--- src/rtl/axi_lite_uart_responder.sv ---
// AXI4-lite slave exposing a UART-Lite style register map (RX/TX/STAT/CTRL)
// backed by two byte FIFOs fed/drained by host-side streams.

module uart_fifo #(
    parameter int DEPTH = 16,
    parameter int PTR_W = 4
) (
    input  logic       clk,
    input  logic       rst,
    input  logic       clear,
    input  logic       push,
    input  logic       pop,
    input  logic [7:0] push_data,
    output logic [7:0] head,
    output logic       full,
    output logic       empty
);
    logic [7:0]     mem [DEPTH];
    logic [PTR_W-1:0] wr_ptr;
    logic [PTR_W-1:0] rd_ptr;
    logic [PTR_W:0]   count;
    logic           push_ok;
    logic           pop_ok;

    assign full    = (count == (PTR_W+1)'(DEPTH));
    assign empty   = (count == '0);
    assign head    = mem[rd_ptr];
    assign push_ok = push && !full;
    assign pop_ok  = pop && !empty;

    always_ff @(posedge clk) begin
        if (push_ok) begin
            mem[wr_ptr] <= push_data;
        end
    end

    // A clear discards everything, including any push or pop in the same cycle.
    always_ff @(posedge clk or posedge rst) begin
        if (rst) begin
            wr_ptr <= '0;
            rd_ptr <= '0;
            count  <= '0;
        end else if (clear) begin
            wr_ptr <= '0;
            rd_ptr <= '0;
            count  <= '0;
        end else begin
            if (push_ok) begin
                wr_ptr <= wr_ptr + PTR_W'(1);
            end
            if (pop_ok) begin
                rd_ptr <= rd_ptr + PTR_W'(1);
            end
            case ({push_ok, pop_ok})
                2'b10:   count <= count + (PTR_W+1)'(1);
                2'b01:   count <= count - (PTR_W+1)'(1);
                default: count <= count;
            endcase
        end
    end
endmodule

module axi_lite_uart_responder #(
    parameter int FIFO_DEPTH = 16,
    parameter int PTR_W      = 4
) (
    input  logic        clk,
    input  logic        rst,
    input  logic        axi_awvalid,
    output logic        axi_awready,
    input  logic [31:0] axi_awaddr,
    input  logic [2:0]  axi_awprot,
    input  logic        axi_wvalid,
    output logic        axi_wready,
    input  logic [31:0] axi_wdata,
    input  logic [3:0]  axi_wstrb,
    output logic        axi_bvalid,
    input  logic        axi_bready,
    output logic [1:0]  axi_bresp,
    input  logic        axi_arvalid,
    output logic        axi_arready,
    input  logic [31:0] axi_araddr,
    input  logic [2:0]  axi_arprot,
    output logic        axi_rvalid,
    input  logic        axi_rready,
    output logic [31:0] axi_rdata,
    output logic [1:0]  axi_rresp,
    input  logic        rx_in_valid,
    output logic        rx_in_ready,
    input  logic [7:0]  rx_in_data,
    output logic        tx_out_valid,
    input  logic        tx_out_ready,
    output logic [7:0]  tx_out_data
);
    localparam logic [1:0] REG_RX   = 2'd0;
    localparam logic [1:0] REG_TX   = 2'd1;
    localparam logic [1:0] REG_STAT = 2'd2;
    localparam logic [1:0] REG_CTRL = 2'd3;

    typedef enum logic { W_IDLE, W_RESP } w_state_t;
    typedef enum logic { R_IDLE, R_DATA } r_state_t;

    w_state_t w_state;
    r_state_t r_state;

    logic       aw_hs;
    logic       ar_hs;
    logic       tx_write;
    logic       tx_overflow;
    logic       tx_push;
    logic       tx_clear;
    logic       rx_clear;
    logic       rx_pop;
    logic       tx_full;
    logic       tx_empty;
    logic       rx_full;
    logic       rx_empty;
    logic [7:0] rx_head;
    logic       unused_bits;

    assign unused_bits = ^{axi_awaddr[31:4], axi_awaddr[1:0], axi_awprot,
                           axi_wdata[31:8], axi_wstrb[3:1],
                           axi_araddr[31:4], axi_araddr[1:0], axi_arprot};

    // AW and W are only ever taken together, so one handshake covers both.
    assign aw_hs       = (w_state == W_IDLE) && axi_awvalid && axi_wvalid && !rst;
    assign axi_awready = aw_hs;
    assign axi_wready  = aw_hs;
    assign axi_arready = (r_state == R_IDLE) && !rst;
    assign ar_hs       = axi_arready && axi_arvalid;
    assign axi_rresp   = 2'b00;

    assign tx_write    = aw_hs && (axi_awaddr[3:2] == REG_TX) && axi_wstrb[0];
    assign tx_overflow = tx_write && tx_full;
    assign tx_push     = tx_write && !tx_full;
    assign tx_clear    = aw_hs && (axi_awaddr[3:2] == REG_CTRL) && axi_wstrb[0] && axi_wdata[0];
    assign rx_clear    = aw_hs && (axi_awaddr[3:2] == REG_CTRL) && axi_wstrb[0] && axi_wdata[1];
    assign rx_pop      = ar_hs && (axi_araddr[3:2] == REG_RX) && !rx_empty;

    assign rx_in_ready  = !rx_full;
    assign tx_out_valid = !tx_empty;

    uart_fifo #(.DEPTH(FIFO_DEPTH), .PTR_W(PTR_W)) u_rx_fifo (
        .clk       (clk),
        .rst       (rst),
        .clear     (rx_clear),
        .push      (rx_in_valid),
        .pop       (rx_pop),
        .push_data (rx_in_data),
        .head      (rx_head),
        .full      (rx_full),
        .empty     (rx_empty)
    );

    uart_fifo #(.DEPTH(FIFO_DEPTH), .PTR_W(PTR_W)) u_tx_fifo (
        .clk       (clk),
        .rst       (rst),
        .clear     (tx_clear),
        .push      (tx_push),
        .pop       (tx_out_ready),
        .push_data (axi_wdata[7:0]),
        .head      (tx_out_data),
        .full      (tx_full),
        .empty     (tx_empty)
    );

    always_ff @(posedge clk or posedge rst) begin
        if (rst) begin
            w_state    <= W_IDLE;
            axi_bvalid <= 1'b0;
            axi_bresp  <= 2'b00;
        end else begin
            case (w_state)
                W_IDLE: begin
                    if (aw_hs) begin
                        w_state    <= W_RESP;
                        axi_bvalid <= 1'b1;
                        axi_bresp  <= tx_overflow ? 2'b10 : 2'b00;
                    end
                end
                W_RESP: begin
                    if (axi_bready) begin
                        w_state    <= W_IDLE;
                        axi_bvalid <= 1'b0;
                    end
                end
                default: w_state <= W_IDLE;
            endcase
        end
    end

    // Read data is captured at the AR handshake and held until accepted.
    always_ff @(posedge clk or posedge rst) begin
        if (rst) begin
            r_state    <= R_IDLE;
            axi_rvalid <= 1'b0;
            axi_rdata  <= '0;
        end else begin
            case (r_state)
                R_IDLE: begin
                    if (ar_hs) begin
                        r_state    <= R_DATA;
                        axi_rvalid <= 1'b1;
                        case (axi_araddr[3:2])
                            REG_RX:   axi_rdata <= rx_empty ? 32'h0 : {24'h0, rx_head};
                            REG_STAT: axi_rdata <= {28'h0, tx_full, tx_empty, rx_full, !rx_empty};
                            default:  axi_rdata <= 32'h0;
                        endcase
                    end
                end
                R_DATA: begin
                    if (axi_rready) begin
                        r_state    <= R_IDLE;
                        axi_rvalid <= 1'b0;
                    end
                end
                default: r_state <= R_IDLE;
            endcase
        end
    end
endmodule

--- config.mk ---
export PLATFORM = sky130hd
export DESIGN_NAME = axi_lite_uart_responder
export DESIGN_NICKNAME = d
export VERILOG_FILES = /design/src/rtl/axi_lite_uart_responder.sv
export SDC_FILE = /design/constraint.sdc
export NUM_CORES = 1
export LEC_CHECK = 0
export CORE_ASPECT_RATIO = 2
export CORE_MARGIN = 8
export CORE_UTILIZATION = 51
export DETAILED_ROUTE_END_ITERATION = 6
export GPL_TIMING_DRIVEN = 0
export HOLD_SLACK_MARGIN = 0.06
export PLACE_DENSITY = 0.73
export SETUP_SLACK_MARGIN = 0.15
export SYNTH_ARGS = -nofsm -noshare
export SYNTH_HDL_FRONTEND = slang
export SYNTH_SLANG_ARGS = --single-unit
--- constraint.sdc ---
create_clock -name clk -period 4.3 [get_ports clk]
set_input_delay 0.86 -clock clk [delete_from_list [all_inputs] [get_ports clk]]
set_output_delay 0.86 -clock clk [all_outputs]
set_load 0.02 [all_outputs]
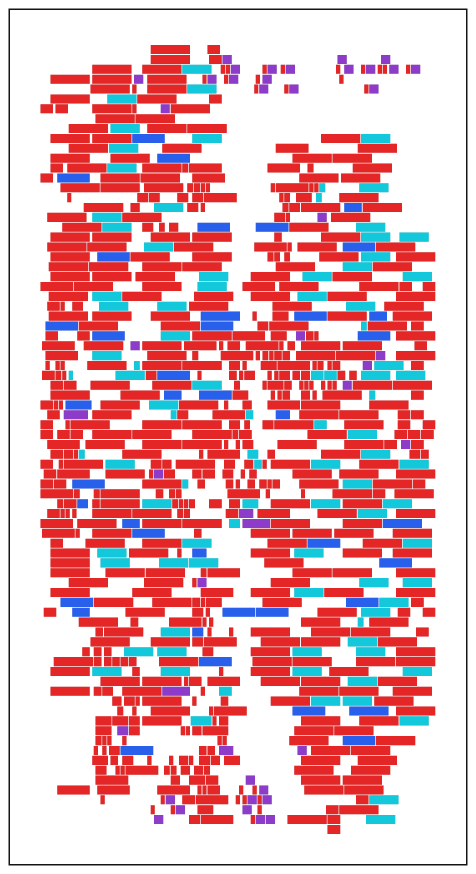
**Above:** run 1 (drive-strength map).
legend:
  cyan:
    size: _2 cells
    cells: 93
    share: 12%
  blue:
    size: _6 and larger
    cells: 39
    share: 4.9%
  red:
    size: _0 and _1 cells
    cells: 618
    share: 78%
  purple:
    size: _3 and _4 cells
    cells: 44
    share: 5.5%

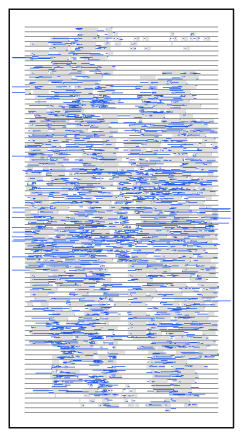
**Above:** run 1 (met1 routing).
Supply wires on this layer in grey.
nets with wire on the layer: 761
share of all routed wire: 31%

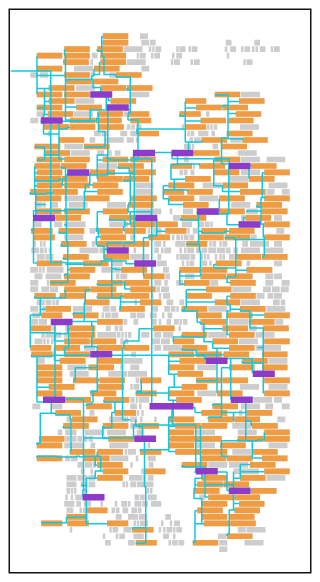
**Above:** run 1 (clock distribution).
legend:
  purple:
    item: clock drivers
    count: 25
  cyan:
    item: clock wires
    length: 3170 microns
  orange:
    item: flip-flops
    count: 295
routed clock nets: 26
flops lie: spread over the die

==> results.cfg, run 1 <==
; yosys + openroad results
[run_status]
status = finished, final reports clean

[yosys]
mux_share_pct = 13.9
synth-simple-area-share_pct = 6.16
synth_area_sq_mm = 0.0123
syn_area_per_cell_sq_um = 18.4
yosysMostFrequentCell = edfxtp_1
ys_sh_aoi_pct = 3.03
synthTopLogicFamily = multiplexers
yosysTopAreaCell = edfxtp_1
top_cells_by_count = edfxtp_1, mux4_2, dfrtp_1, nor2_1, buf_4
async_reset_ff_share_pct = 13.2
yosysSeqAreaShare_pct = 70.6
synth_cell_type_count = 60
xor_area_share_pct = 1.28
yosys_warnings = 0

[flow_run]
warning_count = 125

[placement]
post_dp_cell_area_sq_mm = 0.0133
hpwl_microns = 19900
dp.cells = 1036
pre_cts_slack_ns = 0.135

[layout]
fin_util_pct = 59.8
combGateArea_sq_mm = 0.00330
stdcell_area_sq_mm = 0.0142
mostFrequentLayoutCells = edfxtp_1, mux4_2, clkdlybuf4s50_1, dfrtp_1, nor2_1
reg_top3 = u_rx_fifo.mem (128), u_tx_fifo.mem (128), axi_rdata (8)
antenna_cells = 0
clk_share_pct = 6.19
nets = 914
sh_comb_area_pct = 23.3
buffer_area_share_pct = 6.52
largest_class = registers
area_delta_synth_final_pct = 15.7
comb_cells = 326
final.clkbuf_count = 35

[routing]
wl_met3_microns = 968
firstDrtPassIters = 4
wl_microns = 26300
top_layer = met4
wl_met1_microns = 8290
vias = 6235
drtIter0Drc = 520

[min_path]
min_to = axi_rvalid$_DFFE_PP0P_
hp-class = flip-flop to flip-flop

[timing]
slew_headroom_pct = 33.1
setup_ws_ns = 0.341
skew_ns = 0.0180
timing.final.crit_share_pct = 92.1
rsz0062_at_grt = no
slew_viol_final = 0
fin_setup_tns_ns = 0

[pwr]
powerDensity_mw_per_mm2 = 589
p_int_uw = 5940
ir_drop_mv = 0.515
maxPowerGroup = sequential cells
pg_comb_uw = 2430
pwr-share-comb_pct = 29.1
netSwitchingFraction_pct = 28.9

[critical_path]
max_stage_delay_ns = 0.56
slowest_stage = clkdlybuf4s50_1
crit_buf_inv = 3
startpoint = u_tx_fifo.rd_ptr[1]$_DFFE_PP0P_
crit_type = flip-flop to primary output
crit_required_ns = 3.44

[global_routing]
globalRoute.busiestLayer = met2
grt_first_pass_wirelength_microns = 40700
antenna_found_initial = 0
grt_max_degree = 34

[clock_network]
worst_setup_hold_path_clk_slew_ns = 0.07
cts_resized = 6
cts.root.buffer_cell = clkbuf_16
cts_made_buffers = 25
htree_levels = 1
clkLatencyLatePin_ns = 0.53
cts_tree = yes

[floorplanning]
taps = 287
ios = 174
die-width_microns = 126
chipArea_sq_mm = 0.0296
**Run 1: cell classes on the final placement**

Scale bar: 50 microns.
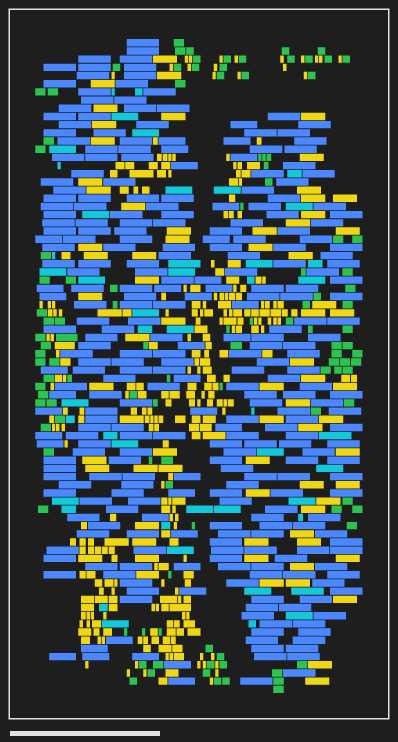

==> run 1 -> run 2 <==
Settings changed: CELL_PAD_IN_SITES_DETAIL_PLACEMENT set to 1, CELL_PAD_IN_SITES_GLOBAL_PLACEMENT set to 2, CORE_UTILIZATION 51 to 44, PLACE_DENSITY 0.73 to 0.84.
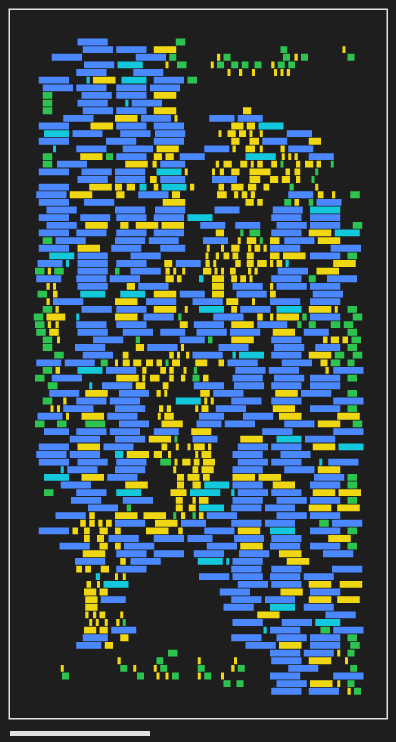
**Above:** run 2 (cell classes on the final placement).
Scale bar: 50 microns.
legend:
  yellow:
    class: combinational and other logic
    cells: 342
    share_of_their_area: 24%
  green:
    class: remaining buffers and delay cells
    cells: 111
    share_of_their_area: 6.7%
  blue:
    class: sequential cells
    cells: 295
    share_of_their_area: 63%
  cyan:
    class: clock drivers and dummy loads
    cells: 47
    share_of_their_area: 6.1%
final instance area: 0.0142 sq mm
flop share of the area: 60.9%
Site Rows: 86
core area: 0.0275 sq mm
fin util: 51.6%

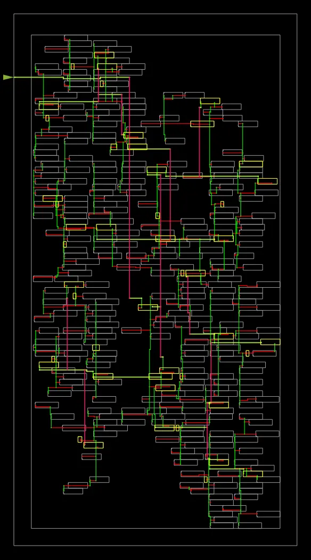
**Above:** run 2 (clock nets).
Setup Skew: 0.00827 ns
TritonCTS Sinks: 295

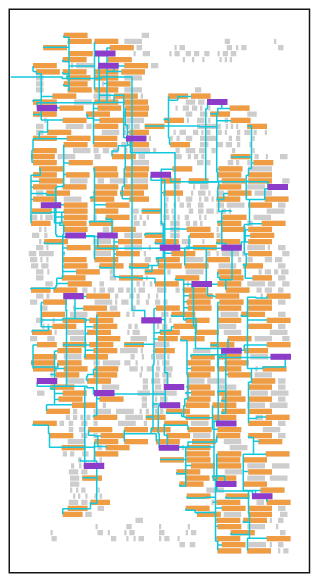
**Above:** run 2 (clock distribution).
legend:
  orange:
    item: flip-flops
    count: 295
  purple:
    item: clock drivers
    count: 26
  cyan:
    item: clock wires
    length: 3320 microns
routed clock nets: 27
clock network fraction of total power: 27.8%
clock-net power: 2330 uW

==> results.cfg, run 2 <==
; yosys + openroad results
[placement]
dp.cells = 1100
pre_cts_slack_ns = 0.114
hpwl_microns = 22100

[timing]
timing.final.crit_share_pct = 92.8
slew_viol_final = 0
slew_headroom_pct = 34.0
fin_setup_tns_ns = 0
rsz0062_at_grt = no

[clock_network]
cts_tree = yes
clkLatencyLatePin_ns = 0.54
htree_levels = 1

[pwr]
pwr-share-comb_pct = 29.9
pg_comb_uw = 2500
p_int_uw = 5890
maxPowerGroup = sequential cells
netSwitchingFraction_pct = 29.7
ir_drop_mv = 0.376

[layout]
comb_cells = 326
clk_share_pct = 5.91
reg_top3 = u_rx_fifo.mem (128), u_tx_fifo.mem (128), axi_rdata (8)
sh_comb_area_pct = 23.2
combGateArea_sq_mm = 0.00330
final.clkbuf_count = 34
antenna_cells = 0
area_delta_synth_final_pct = 16.0
buffer_area_share_pct = 6.45
largest_class = registers
nets = 914

[floorplanning]
taps = 352
die-width_microns = 134
chipArea_sq_mm = 0.0338
ios = 174

[yosys]
ys_sh_aoi_pct = 3.03
top_cells_by_count = edfxtp_1, mux4_2, dfrtp_1, nor2_1, buf_4
yosysMostFrequentCell = edfxtp_1
yosysTopAreaCell = edfxtp_1
synth_cell_type_count = 60
mux_share_pct = 13.9
xor_area_share_pct = 1.28
synthTopLogicFamily = multiplexers
yosysSeqAreaShare_pct = 70.6
synth_area_sq_mm = 0.0123
synth-simple-area-share_pct = 6.16
syn_area_per_cell_sq_um = 18.4

[critical_path]
startpoint = u_tx_fifo.rd_ptr[1]$_DFFE_PP0P_
crit_type = flip-flop to primary output
slowest_stage = clkdlybuf4s50_1
max_stage_delay_ns = 0.56
crit_buf_inv = 3

[global_routing]
globalRoute.busiestLayer = met2
antenna_found_initial = 0
grt_first_pass_wirelength_microns = 44300

[min_path]
hp-class = flip-flop to flip-flop
min_to = axi_rvalid$_DFFE_PP0P_

[routing]
wl_microns = 29200
wl_met3_microns = 945
firstDrtPassIters = 5
vias = 6354

[run_status]
status = finished, final reports clean

[flow_run]
warning_count = 125
**Run 2: drive-strength map**

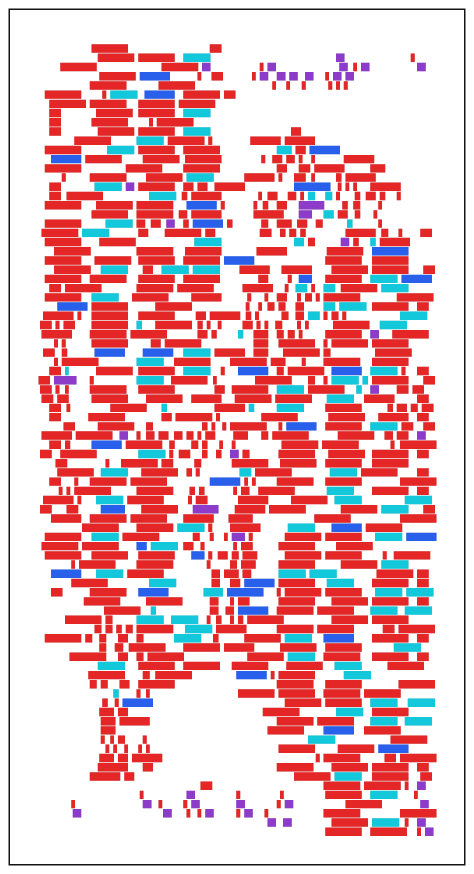

==> run 2 -> run 3 <==
Settings changed: PLACE_DENSITY 0.84 to not set, PLACE_DENSITY_LB_ADDON set to 0.1.
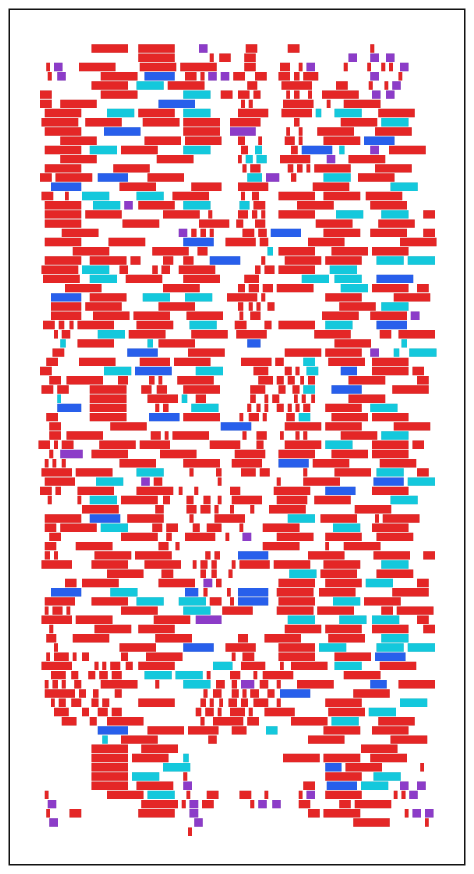
**Above:** run 3 (drive-strength map).
legend:
  cyan:
    size: _2 cells
    cells: 95
    share: 12%
  purple:
    size: _3 and _4 cells
    cells: 42
    share: 5.3%
  red:
    size: _0 and _1 cells
    cells: 622
    share: 78%
  blue:
    size: _6 and larger
    cells: 37
    share: 4.6%
final worst slack: 0.334 ns
final instance area: 0.0143 sq mm
synthesis-to-layout area growth: 16.5%
Non-clk bufs: 111

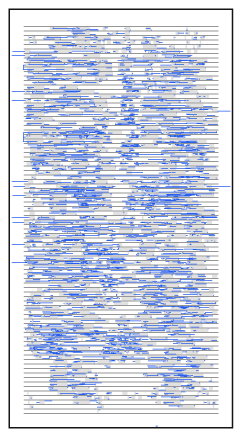
**Above:** run 3 (met1 routing).
Supply wires on this layer in grey.
main direction: horizontal
longest straight run: 55.2 microns
via count: 6140
Post-Route WL: 29500 microns
met1 usage: 15.9%

==> results.cfg, run 3 <==
; yosys + openroad results
[min_path]
hp-class = flip-flop to flip-flop
hp-start = w_state$_DFF_PP0_
min_to = axi_bvalid$_DFFE_PP0P_

[critical_path]
crit_required_ns = 3.44
startpoint = u_tx_fifo.rd_ptr[0]$_DFFE_PP0P_
crit_type = flip-flop to primary output
slowest_stage = mux4_2

[clock_network]
cts_resized = 5
htree_levels = 1
cts.root.buffer_cell = clkbuf_16
worst_setup_hold_path_clk_slew_ns = 0.07
cts_tree = yes

[routing]
wl_met1_microns = 9390
firstDrtPassIters = 7
wl_met3_microns = 759
drtIter0Drc = 328
top_layer = met4

[pwr]
pg_comb_uw = 2470
netSwitchingFraction_pct = 29.2
ir_drop_mv = 0.475
p_int_uw = 6000
maxPowerGroup = sequential cells
clock_power_share_pct = 29.0
pwr-share-comb_pct = 29.2

[layout]
reg_top3 = u_rx_fifo.mem (128), u_tx_fifo.mem (128), axi_rdata (8)
buffer_area_share_pct = 6.42
comb_cells = 326
antenna_cells = 1
fin_util_pct = 51.9
largest_class = registers
sh_comb_area_pct = 23.1
nets = 914
clk_share_pct = 6.32
mostFrequentLayoutCells = edfxtp_1, mux4_2, clkdlybuf4s50_1, dfrtp_1, nor2_1
seq-cell-share_pct = 60.6
final.clkbuf_count = 37
combGateArea_sq_mm = 0.00330

[yosys]
syn-instance-count = 668
yosysMostFrequentCell = edfxtp_1
syn_area_per_cell_sq_um = 18.4
synth-simple-area-share_pct = 6.16
yosysSeqAreaShare_pct = 70.6
ys_sh_aoi_pct = 3.03
yosys_warnings = 0
async_reset_ff_share_pct = 13.2
mux_share_pct = 13.9
top_cells_by_count = edfxtp_1, mux4_2, dfrtp_1, nor2_1, buf_4
synthTopLogicFamily = multiplexers
xor_area_share_pct = 1.28
yosysTopAreaCell = edfxtp_1
synth_cell_type_count = 60
synth_area_sq_mm = 0.0123

[placement]
hpwl_microns = 22000
pre_cts_slack_ns = 0.392
dp.cells = 1100

[timing]
rsz0062_at_grt = no
timing.final.crit_share_pct = 92.2
slew_viol_final = 0
fin_setup_tns_ns = 0
slew_headroom_pct = 32.7

[run_status]
status = finished, final reports clean

[floorplanning]
coreArea_sq_mm = 0.0275
die-width_microns = 134
ios = 174
fp-row-count = 86
taps = 352

[global_routing]
antenna_found_initial = 0
grt_usage_pct = 17.7
grt_max_degree = 33
globalRoute.busiestLayer = met2

[flow_run]
warning_count = 126
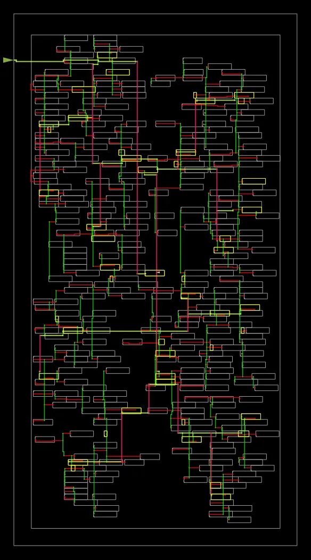
**Above:** run 3 (clock nets).
clock-net power: 2460 uW
Setup Skew: 0.0103 ns
Flops: 295
Inserted Clock Buffers: 26

Power and IR drop assume default switching activity.
